[src/rtl/secuenciador_desplazamiento_pkg.sv]
// Shared encodings for the multi-cycle right-shift sequencer: shift modes
// and controller states.
package secuenciador_pkg;

  localparam logic [1:0] MODO_LOG = 2'b00;
  localparam logic [1:0] MODO_ARI = 2'b01;
  localparam logic [1:0] MODO_ROT = 2'b10;

  typedef enum logic [1:0] {
    IDLE  = 2'd0,
    SHIFT = 2'd1,
    DONE  = 2'd2
  } state_t;

endpackage

[src/rtl/secuenciador_desplazamiento_if.sv]
// Control-unit side bundle of the shift sequencer: request, operands and
// the registered result/flags with the busy/done handshake.
interface secuenciador_desplazamiento_if #(
  parameter int N  = 8,
  parameter int CW = $clog2(N + 1)
);
  // Handshake: start is honoured only when busy=0; done pulses for one cycle
  // once Y/C/Z hold the new result; start during busy (incl. done) is dropped.
  logic          start;
  logic [N-1:0]  A;
  logic [CW-1:0] CNT;
  logic [1:0]    MODO;
  logic [N-1:0]  Y;
  logic          C;
  logic          Z;
  logic          busy;
  logic          done;

  modport master (output start, A, CNT, MODO, input Y, C, Z, busy, done);
  modport slave  (input start, A, CNT, MODO, output Y, C, Z, busy, done);
endinterface

[src/rtl/secuenciador_desplazamiento_desplazador.sv]
// Single-step right shifter: one bit per call, fill bit chosen by mode.
import secuenciador_pkg::*;

module desplazador_1bit_modo #(
  parameter int N = 8
) (
  input  logic [N-1:0] r,
  input  logic [1:0]   modo,
  output logic [N-1:0] r_next,
  output logic         out_bit
);

  logic fill;

  always_comb begin
    fill = 1'b0;
    case (modo)
      MODO_ARI: fill = r[N-1];
      MODO_ROT: fill = r[0];
      default:  fill = 1'b0;  // 2'b11 behaves as logical
    endcase
  end

  assign r_next  = {fill, r[N-1:1]};
  assign out_bit = r[0];

endmodule

[src/rtl/secuenciador_desplazamiento.sv]
// Controller that walks an N-bit operand through the 1-bit shifter CNT times
// and commits result, carry and zero flag in one edge.
import secuenciador_pkg::*;

module secuenciador_desplazamiento #(
  parameter int N  = 8,
  parameter int CW = $clog2(N + 1)
) (
  input  logic                        clk,
  input  logic                        rst_n,
  secuenciador_desplazamiento_if.slave bus,
  output state_t                      state_dbg
);

  state_t        state;
  logic [N-1:0]  r;
  logic [CW-1:0] rem;
  logic [1:0]    modo_r;
  logic          c_int;
  logic [N-1:0]  r_next;
  logic          out_bit;
  logic [CW-1:0] cnt_clamped;

  assign cnt_clamped = (bus.CNT > CW'(N)) ? CW'(N) : bus.CNT;
  assign state_dbg   = state;

  desplazador_1bit_modo #(.N(N)) u_desplazador (
    .r       (r),
    .modo    (modo_r),
    .r_next  (r_next),
    .out_bit (out_bit)
  );

  always_ff @(posedge clk or negedge rst_n) begin
    if (!rst_n) begin
      state    <= IDLE;
      r        <= '0;
      rem      <= '0;
      modo_r   <= MODO_LOG;
      c_int    <= 1'b0;
      bus.Y    <= '0;
      bus.C    <= 1'b0;
      bus.Z    <= 1'b0;
      bus.busy <= 1'b0;
      bus.done <= 1'b0;
    end else begin
      case (state)
        IDLE: begin
          if (bus.start) begin
            r        <= bus.A;
            rem      <= cnt_clamped;
            modo_r   <= bus.MODO;
            c_int    <= 1'b0;
            bus.busy <= 1'b1;
            state    <= SHIFT;
          end
        end
        SHIFT: begin
          if (rem != '0) begin
            r     <= r_next;
            c_int <= out_bit;
            rem   <= rem - 1'b1;
          end else begin
            bus.Y    <= r;
            bus.C    <= c_int;
            bus.Z    <= (r == '0);
            bus.done <= 1'b1;
            state    <= DONE;
          end
        end
        DONE: begin
          // start seen here is deliberately dropped; next accept is in IDLE.
          bus.done <= 1'b0;
          bus.busy <= 1'b0;
          state    <= IDLE;
        end
        default: begin
          bus.done <= 1'b0;
          bus.busy <= 1'b0;
          state    <= IDLE;
        end
      endcase
    end
  end

endmodule

[src/flat_wrapper.sv]
// flat-port wrapper written by rule: the top's interface ports become plain ports
module secuenciador_desplazamiento_flat 
#(
  parameter int N  = 8,
  parameter int CW = $clog2(N + 1)
)
  (clk, rst_n, state_dbg, bus_start, bus_A, bus_CNT, bus_MODO, bus_Y, bus_C, bus_Z, bus_busy, bus_done);
  secuenciador_desplazamiento_if #(.N(N), .CW(CW)) bus_i ();
  input  logic clk;
  input  logic rst_n;
  output state_t state_dbg;
  input wire logic [$bits(bus_i.start)-1:0] bus_start;
  input wire logic [$bits(bus_i.A)-1:0] bus_A;
  input wire logic [$bits(bus_i.CNT)-1:0] bus_CNT;
  input wire logic [$bits(bus_i.MODO)-1:0] bus_MODO;
  output wire logic [$bits(bus_i.Y)-1:0] bus_Y;
  output wire logic [$bits(bus_i.C)-1:0] bus_C;
  output wire logic [$bits(bus_i.Z)-1:0] bus_Z;
  output wire logic [$bits(bus_i.busy)-1:0] bus_busy;
  output wire logic [$bits(bus_i.done)-1:0] bus_done;
  assign bus_i.start = bus_start;
  assign bus_i.A = bus_A;
  assign bus_i.CNT = bus_CNT;
  assign bus_i.MODO = bus_MODO;
  assign bus_Y = bus_i.Y;
  assign bus_C = bus_i.C;
  assign bus_Z = bus_i.Z;
  assign bus_busy = bus_i.busy;
  assign bus_done = bus_i.done;
  secuenciador_desplazamiento #(.N(N), .CW(CW)) u_core (.clk(clk), .rst_n(rst_n), .bus(bus_i), .state_dbg(state_dbg));
endmodule
[config.mk]
export PLATFORM = sky130hd
export DESIGN_NAME = secuenciador_desplazamiento_flat
export DESIGN_NICKNAME = d
export VERILOG_FILES = /design/src/rtl/secuenciador_desplazamiento_pkg.sv /design/src/rtl/secuenciador_desplazamiento_if.sv /design/src/rtl/secuenciador_desplazamiento_desplazador.sv /design/src/rtl/secuenciador_desplazamiento.sv /design/src/flat_wrapper.sv
export SDC_FILE = /design/constraint.sdc
export NUM_CORES = 1
export LEC_CHECK = 0
export ABC_AREA = 1
export CORE_UTILIZATION = 53
export DETAILED_ROUTE_END_ITERATION = 6
export PLACE_DENSITY = 0.8
export SLEW_MARGIN = 20
export SYNTH_ARGS = -nofsm -noshare
export SYNTH_HDL_FRONTEND = slang
export SYNTH_SLANG_ARGS = --single-unit
[constraint.sdc]
create_clock -name clk -period 3.8 [get_ports clk]
set_clock_uncertainty 0.1 [all_clocks]
set_input_delay 0.76 -clock clk [delete_from_list [all_inputs] [get_ports clk]]
set_output_delay 0.76 -clock clk [all_outputs]
set_load 0.05 [all_outputs]
==> out/results.tsv <==
metric	value	unit
ios	31	
critPathMaxFanout	3	
post_drt_via_cell_ratio	5.090	
dr_wl_met3	122	µm
timing.setup.tns	0	ns
endpoint_kind	primary output	
post_cts_buffers	0	
irDropWorstVdd	0.7974	mV
power.switching	0.8977	mW
first_pass_iters	5	
setup_violations	0	
worstPathRequired	2.94	ns
ys_area	0.001441	mm²
crit_type	reg2out	
netSwitchingFraction	0.5085	
cap_violations	0	
clockBufferDepth	2	
clkTransAtPathRegs	0.09	ns
power_density	993.6	mW/mm²
cts_num_sinks	29	
ys_seq_share	0.5035	
synthesis.nets	177	
warnings	27	
fp_util	0.5714	
crit_arrival	1.55	ns
worstMarginPinSlew	0.4994	ns
syn_avg_cell_area	9.123	µm²
slew_violations	0	
slew_headroom	0.6660	
nFillCells	207	
setup_slack	1.389	ns
die_x	54.15	µm
outcome	finished, final reports clean	
antenna_found_initial	0	
met1_length	1176	µm
cts_tree	yes	
period_needed	2.411	ns
rsz0062_at_grt	false	
drive_above_1_share	0.2094	
grt_pass1_vias	1057	
ctsRootBufferMaster	clkbuf_4	
die-area	0.002932	mm²
met2_length	1240	µm
syn_inst	158	
worstHoldPathType	reg2reg	
final_nets	209	
grt-ovfl-total	0	
reg2reg_setup_slack	2.21	ns
cp_top_family	buffers and inverters	
grt_pass1_wl	4319	µm
r2r_cells	8	
[cell usage after synthesis]
cell type  count  area [µm²]
a21oi_1        1       5.000
buf_2          2       10.01
buf_6          3       33.78
buf_8          1       15.01
dfrtp_1       29       725.7
ha_1           2       25.02
inv_1         15       56.30
inv_2          3       11.26
nand2_1       42       157.7
nand2_2        9       56.30
nand2_4        2       22.52
nand3_1        8       40.04
nand3_2        1       10.01
nand4_1        2       12.51
nor2_1         6       22.52
nor2_4         1       11.26
o21ai_0       11       55.05
o21ai_1        1       5.000
o21ai_2       18       157.7
xnor2_1        1       8.760
[final timing paths]
check                                          from               to
worst min-delay path                    u_core.r[7]      u_core.r[7]
worst max-delay path            u_core.state_dbg[0]     state_dbg[0]
worst min register to register          u_core.r[7]      u_core.r[7]
min in group asynchronous                     rst_n      u_core.r[1]
worst max register to register        u_core.rem[0]    u_core.rem[2]
max in group asynchronous                     rst_n  u_core.bus.Y[5]
[sequential cells by signal, indices dropped and copies added (netlist names), 2 cells and up]
| name | cells |
|---|---|
| u_core.r | 8 |
| u_core.state_dbg | 2 |
| u_core.modo_r | 2 |
| u_core.bus.Y | 8 |
| u_core.rem | 4 |
[final cells by class]
| class | count | area [µm²] | share of cell area |
|---|---|---|---|
| Sequential cell | 29 | 725.7 | 0.4085 |
| Multi-Input combinational cell | 105 | 589.3 | 0.3317 |
| Inverter | 18 | 67.56 | 0.03803 |
| Clock buffer | 8 | 48.80 | 0.02746 |
| Tap cell | 30 | 37.54 | 0.02113 |
| Timing Repair Buffer | 31 | 307.8 | 0.1732 |
[cell families (layout without fill, tap and decap cells)]
family | after synthesis | in the layout | synth area share
flops | 29 | 29 | 0.5035
simple gates | 71 | 71 | 0.2309
xor+xnor | 1 | 1 | 0.006077
compound gates | 31 | 31 | 0.1545
fa+ha+maj | 2 | 2 | 0.01736
buf+inv | 24 | 57 | 0.08767
[stage by stage]
stage	std cells	hold slack [ns]	instance area, µm²	utilization
2_1_floorplan	158	0.3414	1441	-
3_3_place_gp	213	0.3595	1728	0.6850
3_5_place_dp	213	0.3661	1728	0.6850
4_1_cts	221	0.3858	1777	0.7044
5_1_grt	221	0.4188	1777	0.7044
6_report	221	0.3764	1777	0.7044
[power by group through the flow]
stage	clock network, mW	logic [mW]	registers (mW)
floorplan	0	0.651	0.749
global placement	0	1.04	0.525
detailed placement	0	1.07	0.534
CTS	0.178	1.07	0.528
global route	0.196	1.16	0.542
finish	0.177	1.06	0.527
[per-layer routing]
metal / vias up / GRT usage
li1: 566 / -
met1: 514 / 0.2513
met2: 33 / 0.3374
met3: 12 / 0.06215
met4: 0 / 0.1667
met5: - / 0
Figure 1. Routed metal, one colour a layer.
Two of the layers only.
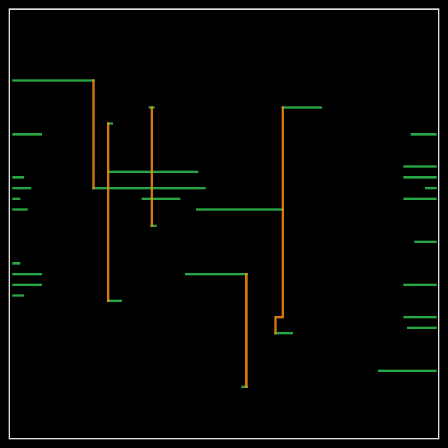
orange -> M4  # wire length 94.8 µm
green -> M3  # wire length 122 µm
vias: 1125
GRT Total Usage: 0.2179

Figure 2. Track usage over the die.
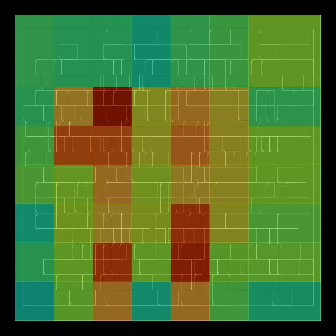
Final Core Density: 0.7044
grt met1 use: 0.2513
met2 usage: 0.3374
met3 Use GR: 0.06215
WL/cell: 11.92 µm

Figure 3. Clock wires, drivers and flops.
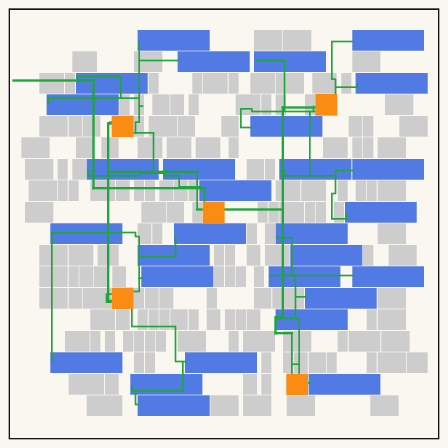
orange -> clock-net drivers  # count 5
blue -> flip-flops  # count 29
green -> clock wires  # length 383 µm
flops lie = all over the die
routed clock nets = 6
clk_lat worst skew: 0.33 ns
Clock group: 0.177 mW

Figure 4. Ports around the boundary.
Pins as bars across the die edge, other pins in grey.
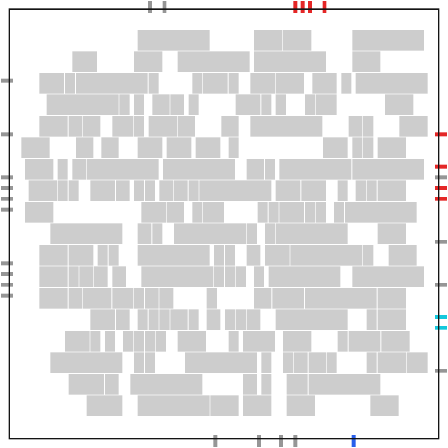
cyan -> `state_dbg`  # pins 2, direction output, edge right
red -> `bus_Y`  # pins 8, direction output, edge 4 right, 4 top
blue -> `bus_busy`  # pins 1, direction output, edge bottom
Port Buffers: 30
die y size: 54.15 µm

Figure 5. Placed cells, one colour a class.
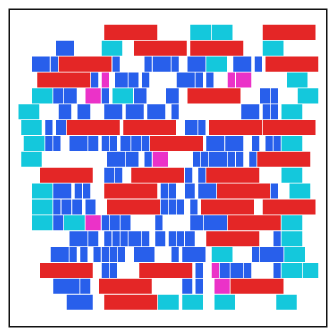
magenta -> clock drivers and dummy loads  # cells 8
blue -> remaining logic cells  # cells 123
red -> registers  # cells 29
cyan -> remaining buffers and delay cells  # cells 31
register share of the cell area: 0.4085
num rows: 18
placeable core area: 0.002522 mm²
Final Instance Area: 0.001777 mm²

Power figures rest on the tool's default switching activity, not on a simulated workload.
